**src/rtl/mem_reader_arb_pkg.sv**
```systemverilog
// Shared types and width helpers for the mem_reader arbiter.
package mem_reader_arb_pkg;

    typedef enum logic [1:0] {
        IDLE = 2'd0,
        SEND = 2'd1,
        WAIT = 2'd2
    } arb_state_e;

    localparam int unsigned RESP_LAST_BIT = 0;

    // Request word is {addr, length}.
    function automatic int unsigned req_w(input int unsigned addr_w);
        return 2 * addr_w;
    endfunction

    // Response word is {data, length, last}.
    function automatic int unsigned resp_w(input int unsigned data_w, input int unsigned addr_w);
        return data_w + addr_w + 1;
    endfunction

    function automatic int unsigned idx_w(input int unsigned n);
        return (n > 1) ? $clog2(n) : 1;
    endfunction

endpackage

```
**src/rtl/mem_reader_arbiter_if.sv**
```systemverilog
// Client-side and mem_reader-side req/resp channels of the arbiter.
// slave: arbiter view; master: clients plus mem_reader view.
interface mem_reader_arbiter_if #(
    parameter int unsigned NUM_REQ     = 3,
    parameter int unsigned DSLX_DATA_W = 64,
    parameter int unsigned DSLX_ADDR_W = 16
);
    import mem_reader_arb_pkg::*;

    localparam int unsigned REQ_W  = req_w(DSLX_ADDR_W);
    localparam int unsigned RESP_W = resp_w(DSLX_DATA_W, DSLX_ADDR_W);

    logic [NUM_REQ-1:0]       up_req_vld;
    logic [NUM_REQ-1:0]       up_req_rdy;
    logic [NUM_REQ*REQ_W-1:0] up_req_data;
    logic [NUM_REQ-1:0]       up_resp_vld;
    logic [NUM_REQ-1:0]       up_resp_rdy;
    logic [RESP_W-1:0]        up_resp_data;
    logic                     mem_req_vld;
    logic                     mem_req_rdy;
    logic [REQ_W-1:0]         mem_req_data;
    logic                     mem_resp_vld;
    logic                     mem_resp_rdy;
    logic [RESP_W-1:0]        mem_resp_data;

    modport slave (
        input  up_req_vld, up_req_data, up_resp_rdy,
        input  mem_req_rdy, mem_resp_vld, mem_resp_data,
        output up_req_rdy, up_resp_vld, up_resp_data,
        output mem_req_vld, mem_req_data, mem_resp_rdy
    );

    modport master (
        output up_req_vld, up_req_data, up_resp_rdy,
        output mem_req_rdy, mem_resp_vld, mem_resp_data,
        input  up_req_rdy, up_resp_vld, up_resp_data,
        input  mem_req_vld, mem_req_data, mem_resp_rdy
    );

endinterface

```
**src/rtl/mem_reader_arbiter_rr_pick.sv**
```systemverilog
// Rotate-priority picker: first set bit of req_i scanning from ptr_i upward, mod N.
// ptr_i tied to zero gives plain lowest-index priority.
module rr_pick #(
    parameter  int unsigned N  = 3,
    localparam int unsigned IW = (N > 1) ? $clog2(N) : 1
) (
    input  logic [N-1:0]  req_i,
    input  logic [IW-1:0] ptr_i,
    output logic [IW-1:0] idx_o,
    output logic          found_o
);

    int unsigned cand;

    always_comb begin
        idx_o   = '0;
        found_o = 1'b0;
        cand    = 0;
        for (int unsigned k = 0; k < N; k++) begin
            cand = (32'(ptr_i) + k) % N;
            if (!found_o && req_i[IW'(cand)]) begin
                found_o = 1'b1;
                idx_o   = IW'(cand);
            end
        end
    end

endmodule

```
**src/rtl/mem_reader_arbiter.sv**
```systemverilog
// Shares one mem_reader between NUM_REQ clients, granting whole transactions.
// Define MEM_READER_ARB_FIXED_PRIO_EN for lowest-index-wins instead of round-robin.
module mem_reader_arbiter
    import mem_reader_arb_pkg::*;
#(
    parameter  int unsigned NUM_REQ     = 3,
    parameter  int unsigned DSLX_DATA_W = 64,
    parameter  int unsigned DSLX_ADDR_W = 16,
    localparam int unsigned REQ_W       = req_w(DSLX_ADDR_W),
    localparam int unsigned RESP_W      = resp_w(DSLX_DATA_W, DSLX_ADDR_W),
    localparam int unsigned IDX_W       = idx_w(NUM_REQ)
) (
    input  logic                 clk,
    input  logic                 rst,
    mem_reader_arbiter_if.slave  bus,
    output logic                 busy,
    output logic [IDX_W-1:0]     owner
);

    arb_state_e        state_q;
    logic [IDX_W-1:0]  owner_q;
    logic [REQ_W-1:0]  req_reg_q;
    logic [IDX_W-1:0]  pick_idx;
    logic              pick_found;
    logic [REQ_W-1:0]  win_data;
    logic [RESP_W-1:0] resp_beat;
    logic              resp_xfer_last;

`ifdef MEM_READER_ARB_FIXED_PRIO_EN
    rr_pick #(.N(NUM_REQ)) u_pick (
        .req_i   (bus.up_req_vld),
        .ptr_i   ('0),
        .idx_o   (pick_idx),
        .found_o (pick_found)
    );
`else
    logic [IDX_W-1:0]  rr_ptr_q;

    rr_pick #(.N(NUM_REQ)) u_pick (
        .req_i   (bus.up_req_vld),
        .ptr_i   (rr_ptr_q),
        .idx_o   (pick_idx),
        .found_o (pick_found)
    );
`endif

    // Mux the winning client's request word out of the flat bus.
    always_comb begin
        win_data = '0;
        for (int unsigned i = 0; i < NUM_REQ; i++) begin
            if (IDX_W'(i) == pick_idx) begin
                win_data = bus.up_req_data[i*REQ_W +: REQ_W];
            end
        end
    end

    assign resp_beat      = bus.mem_resp_data;
    assign resp_xfer_last = bus.mem_resp_vld && bus.mem_resp_rdy && resp_beat[RESP_LAST_BIT];

    always_ff @(posedge clk) begin
        if (rst) begin
            state_q   <= IDLE;
            owner_q   <= '0;
            req_reg_q <= '0;
`ifndef MEM_READER_ARB_FIXED_PRIO_EN
            rr_ptr_q  <= '0;
`endif
        end else begin
            unique case (state_q)
                IDLE: begin
                    if (pick_found) begin
                        req_reg_q <= win_data;
                        owner_q   <= pick_idx;
                        state_q   <= SEND;
                    end
                end
                SEND: begin
                    if (bus.mem_req_rdy) begin
                        state_q <= WAIT;
                    end
                end
                WAIT: begin
                    // A transaction ends only on last=1, whatever the requested length.
                    if (resp_xfer_last) begin
                        state_q  <= IDLE;
`ifndef MEM_READER_ARB_FIXED_PRIO_EN
                        rr_ptr_q <= (owner_q == IDX_W'(NUM_REQ - 1)) ? '0 : owner_q + IDX_W'(1);
`endif
                    end
                end
                default: state_q <= IDLE;
            endcase
        end
    end

    assign bus.up_req_rdy   = (state_q == IDLE && pick_found && !rst)
                              ? (NUM_REQ'(1) << pick_idx) : '0;
    assign bus.mem_req_vld  = (state_q == SEND);
    assign bus.mem_req_data = req_reg_q;
    assign bus.up_resp_vld  = (state_q == WAIT && bus.mem_resp_vld)
                              ? (NUM_REQ'(1) << owner_q) : '0;
    assign bus.mem_resp_rdy = (state_q == WAIT) && bus.up_resp_rdy[owner_q];
    assign bus.up_resp_data = resp_beat;
    assign busy             = (state_q != IDLE);
    assign owner            = owner_q;

    // A request offered to mem_reader must hold until it is taken.
    property p_req_hold;
        @(posedge clk) disable iff (rst)
            bus.mem_req_vld && !bus.mem_req_rdy |=> bus.mem_req_vld && $stable(bus.mem_req_data);
    endproperty
    a_req_hold: assert property (p_req_hold);

    a_grant_onehot: assert property (@(posedge clk) $onehot0(bus.up_req_rdy));
    a_resp_onehot:  assert property (@(posedge clk) $onehot0(bus.up_resp_vld));

endmodule

```
**src/flat_wrapper.sv**
```systemverilog
// flat-port wrapper written by rule: the top's interface ports become plain ports
module mem_reader_arbiter_flat import mem_reader_arb_pkg::*;
#(
    parameter  int unsigned NUM_REQ     = 3,
    parameter  int unsigned DSLX_DATA_W = 64,
    parameter  int unsigned DSLX_ADDR_W = 16,
    localparam int unsigned REQ_W       = req_w(DSLX_ADDR_W),
    localparam int unsigned RESP_W      = resp_w(DSLX_DATA_W, DSLX_ADDR_W),
    localparam int unsigned IDX_W       = idx_w(NUM_REQ)
)
  (clk, rst, busy, owner, bus_up_req_vld, bus_up_req_data, bus_up_resp_rdy, bus_mem_req_rdy, bus_mem_resp_vld, bus_mem_resp_data, bus_up_req_rdy, bus_up_resp_vld, bus_up_resp_data, bus_mem_req_vld, bus_mem_req_data, bus_mem_resp_rdy);
  mem_reader_arbiter_if #(.NUM_REQ(NUM_REQ), .DSLX_DATA_W(DSLX_DATA_W), .DSLX_ADDR_W(DSLX_ADDR_W)) bus_i ();
  input  logic clk;
  input  logic rst;
  output logic busy;
  output logic [IDX_W-1:0] owner;
  input wire logic [$bits(bus_i.up_req_vld)-1:0] bus_up_req_vld;
  input wire logic [$bits(bus_i.up_req_data)-1:0] bus_up_req_data;
  input wire logic [$bits(bus_i.up_resp_rdy)-1:0] bus_up_resp_rdy;
  input wire logic [$bits(bus_i.mem_req_rdy)-1:0] bus_mem_req_rdy;
  input wire logic [$bits(bus_i.mem_resp_vld)-1:0] bus_mem_resp_vld;
  input wire logic [$bits(bus_i.mem_resp_data)-1:0] bus_mem_resp_data;
  output wire logic [$bits(bus_i.up_req_rdy)-1:0] bus_up_req_rdy;
  output wire logic [$bits(bus_i.up_resp_vld)-1:0] bus_up_resp_vld;
  output wire logic [$bits(bus_i.up_resp_data)-1:0] bus_up_resp_data;
  output wire logic [$bits(bus_i.mem_req_vld)-1:0] bus_mem_req_vld;
  output wire logic [$bits(bus_i.mem_req_data)-1:0] bus_mem_req_data;
  output wire logic [$bits(bus_i.mem_resp_rdy)-1:0] bus_mem_resp_rdy;
  assign bus_i.up_req_vld = bus_up_req_vld;
  assign bus_i.up_req_data = bus_up_req_data;
  assign bus_i.up_resp_rdy = bus_up_resp_rdy;
  assign bus_i.mem_req_rdy = bus_mem_req_rdy;
  assign bus_i.mem_resp_vld = bus_mem_resp_vld;
  assign bus_i.mem_resp_data = bus_mem_resp_data;
  assign bus_up_req_rdy = bus_i.up_req_rdy;
  assign bus_up_resp_vld = bus_i.up_resp_vld;
  assign bus_up_resp_data = bus_i.up_resp_data;
  assign bus_mem_req_vld = bus_i.mem_req_vld;
  assign bus_mem_req_data = bus_i.mem_req_data;
  assign bus_mem_resp_rdy = bus_i.mem_resp_rdy;
  mem_reader_arbiter #(.NUM_REQ(NUM_REQ), .DSLX_DATA_W(DSLX_DATA_W), .DSLX_ADDR_W(DSLX_ADDR_W)) u_core (.clk(clk), .rst(rst), .bus(bus_i), .busy(busy), .owner(owner));
endmodule
```
**config.mk**
```make
export PLATFORM = sky130hd
export DESIGN_NAME = mem_reader_arbiter_flat
export DESIGN_NICKNAME = d
export VERILOG_FILES = /design/src/rtl/mem_reader_arb_pkg.sv /design/src/rtl/mem_reader_arbiter_if.sv /design/src/rtl/mem_reader_arbiter_rr_pick.sv /design/src/rtl/mem_reader_arbiter.sv /design/src/flat_wrapper.sv
export SDC_FILE = /design/constraint.sdc
export NUM_CORES = 1
export LEC_CHECK = 0
export ABC_AREA = 1
export CAP_MARGIN = 20
export CORE_AREA = 2 2 120 122
export CTS_CLUSTER_SIZE = 16
export DETAILED_ROUTE_END_ITERATION = 7
export DIE_AREA = 0 0 122 124
export GPL_TIMING_DRIVEN = 0
export PLACE_DENSITY_LB_ADDON = 0.25
export SLEW_MARGIN = 20
export SYNTH_ARGS = -nofsm -noshare
export SYNTH_HDL_FRONTEND = slang
export SYNTH_SLANG_ARGS = --single-unit
```
**constraint.sdc**
```tcl
create_clock -name clk -period 2.5 [get_ports clk]
set_input_delay 0.5 -clock clk [delete_from_list [all_inputs] [get_ports clk]]
set_output_delay 0.5 -clock clk [all_outputs]
set_load 0.02 [all_outputs]
```
Fig. 1: where the registers sit
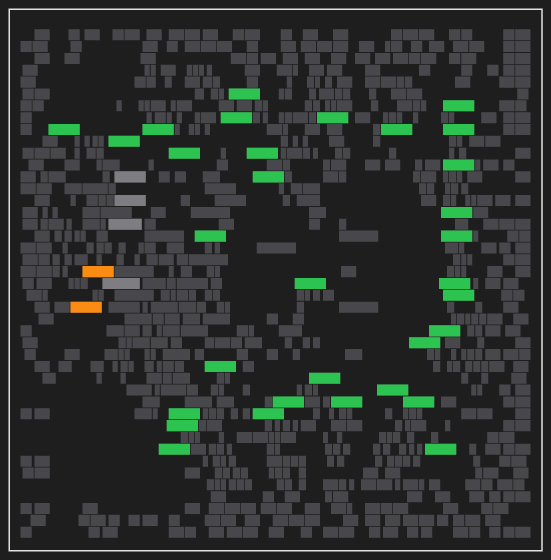
green -> u_core.bus.mem_req_data  # flops 32
orange -> u_core.state_q  # flops 2

Fig. 2: congestion heat map
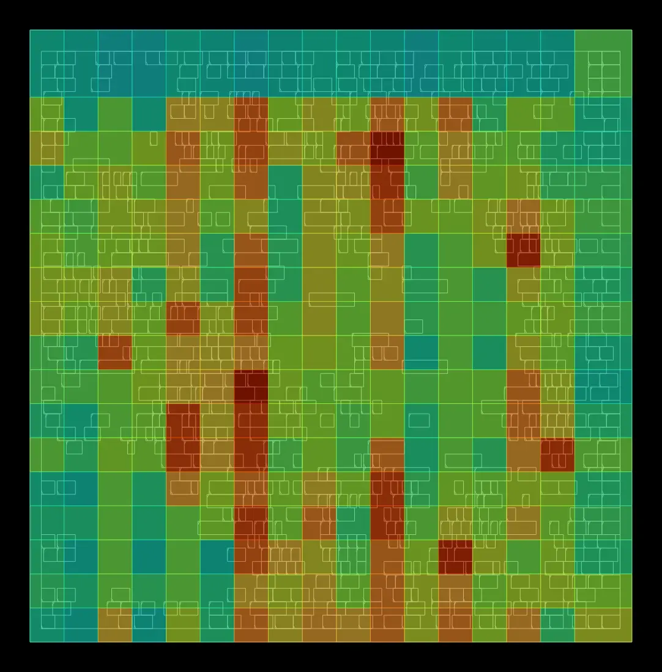
WL/cell: 14.3 um
busiest grt layer: met2

Fig. 3: cells by drive strength
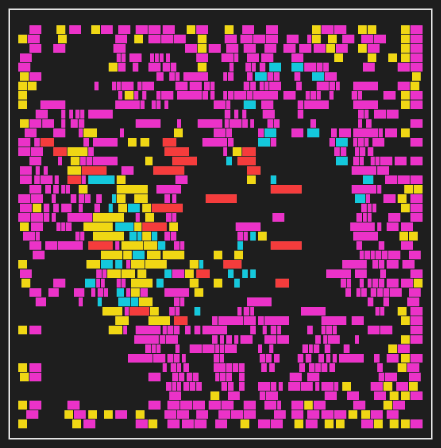
magenta -> drive 1 or less  # cells 558, share 74%, most used clkdlybuf4s50_1
cyan -> drive 2  # cells 41, share 5.4%, most used nand3_2
red -> drive 6 and up  # cells 22, share 2.9%, most used buf_6
yellow -> drive 3 to 4  # cells 134, share 18%, most used buf_4

==> out/metrics.yaml <==
status: "completed"
yosys_warnings: 0
fp_util: 0.242
hold_start: "u_core.bus.mem_req_data[11]$_SDFFE_PP0P_"
cp_num_buf_inv: 6
synth-edff-count: 0
placed_cell_area_sq_mm: 0.00585
crit_slowest_cell: "dfxtp_2"
core_area_sq_mm: 0.0137
reg2reg_depth: 16
hold_buffers: 0
rsz0062_at_grt: "true"
common_cells: "90 x nand3_1, 87 x nand2_1, 84 x buf_4, 59 x a21oi_1, 46 x inv_1"
async_reset_ff_frac: 0
period_minus_slack_ps: 2450
cts_resized: 62
fmaxAchievable_ghz: 0.408
top_area_frac: 0.229
r2r-end: "u_core.bus.mem_req_data[27]$_SDFFE_PP0P_"
clk_root_buffer_cell: "clkbuf_16"
syn_nets: 691
postCtsSetupBuffers: 18
syn_avg_cell_area_sq_um: 6.65
ant_nets: 0
clock-sinks: 38
synthCells: 500
fin_crit_sh: 0.982
die_area_sq_mm: 0.0151
clk_pin_slew_ps: 60
required_ps: 2000
dr.pass1.iters: 5
rrSetupSlack_ps: 150
Fig. 4: placement density heat map
12 x 12 tiles, from black (low) to pale yellow (high), 0 to 100% covered.
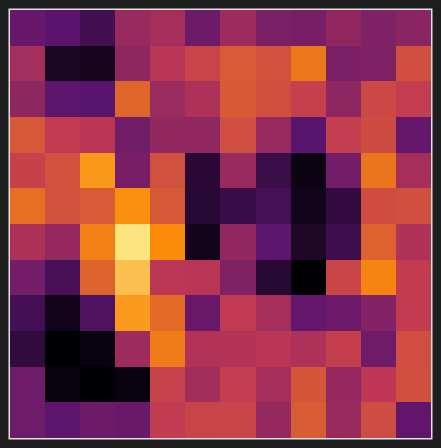
fullest tile = 94%
tiles over 75% full = 4.2%
nearly empty tiles = 2.8%

Fig. 5: cell classes on the final placement
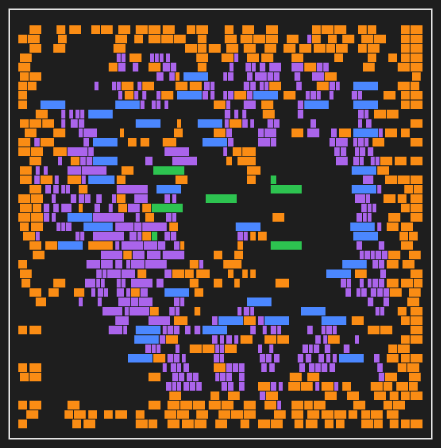
blue -> flip-flops  # cells 38
orange -> other buffers and delay cells  # cells 359
purple -> all other logic  # cells 351
green -> clock drivers and dummy loads  # cells 7

metal layers:
layer	routed length, um	track usage	vias up
met5	0	0	-
met4	106	0.0316	0
met3	1070	0.0343	10
met2	7170	0.313	195
met1	5050	0.189	1869
li1	-	-	2045
logic make-up (layout without fill, tap and decap cells):
family,count (synthesis),after routing,share of synthesized area
and+or+nand+nor,228,228,0.339
buffers and inverters,162,417,0.309
AOI/OAI and AO/OA,68,68,0.108
DFF,38,38,0.229
adders and majority gates,4,4,0.0151
power breakdown:
part	leakage [nW]	total, mW	internal, mW	switching [mW]
combinational	2.44	1.58	0.788	0.791
sequential	0.315	0.756	0.701	0.0551
clock	0.0694	0.611	0.361	0.251
area by class of cell:
| class | instances | area, sq um | share of cell area |
|---|---|---|---|
| buffer | 106 | 807 | 0.126 |
| clock buffer | 5 | 125 | 0.0195 |
| clock inverter | 2 | 10.0 | 0.00156 |
| inverter | 51 | 209 | 0.0326 |
| multi-input combinational | 300 | 1790 | 0.280 |
| sequential | 38 | 766 | 0.120 |
| tap | 180 | 225 | 0.0352 |
| timing repair buffer | 253 | 2470 | 0.386 |
worst reg2reg max path, delay by kind of cell, from the launching register on:
| kind | cells | cell delay [ps] |
|---|---|---|
| flops | 1 | 330 |
| fa+ha+maj | 1 | 260 |
| simple gates | 7 | 640 |
| compound gates | 1 | 60 |
| buf+inv | 7 | 940 |
registers in the layout, summed over array words and instances, names as in the netlist:
| signal | cells |
|---|---|
| u_core.owner | 2 |
| u_core.bus.mem_req_data | 32 |
| u_core.state_q | 2 |
| u_core.rr_ptr_q | 2 |
through the flow:
step | utilization | hold WS, ps
floorplan | - | 490
global placement | 0.426 | 454
detailed placement | 0.426 | 457
CTS | 0.457 | 466
global route | 0.467 | 473
finish | 0.467 | 464
No activity file was given, so power comes from the tool's default toggle rates.
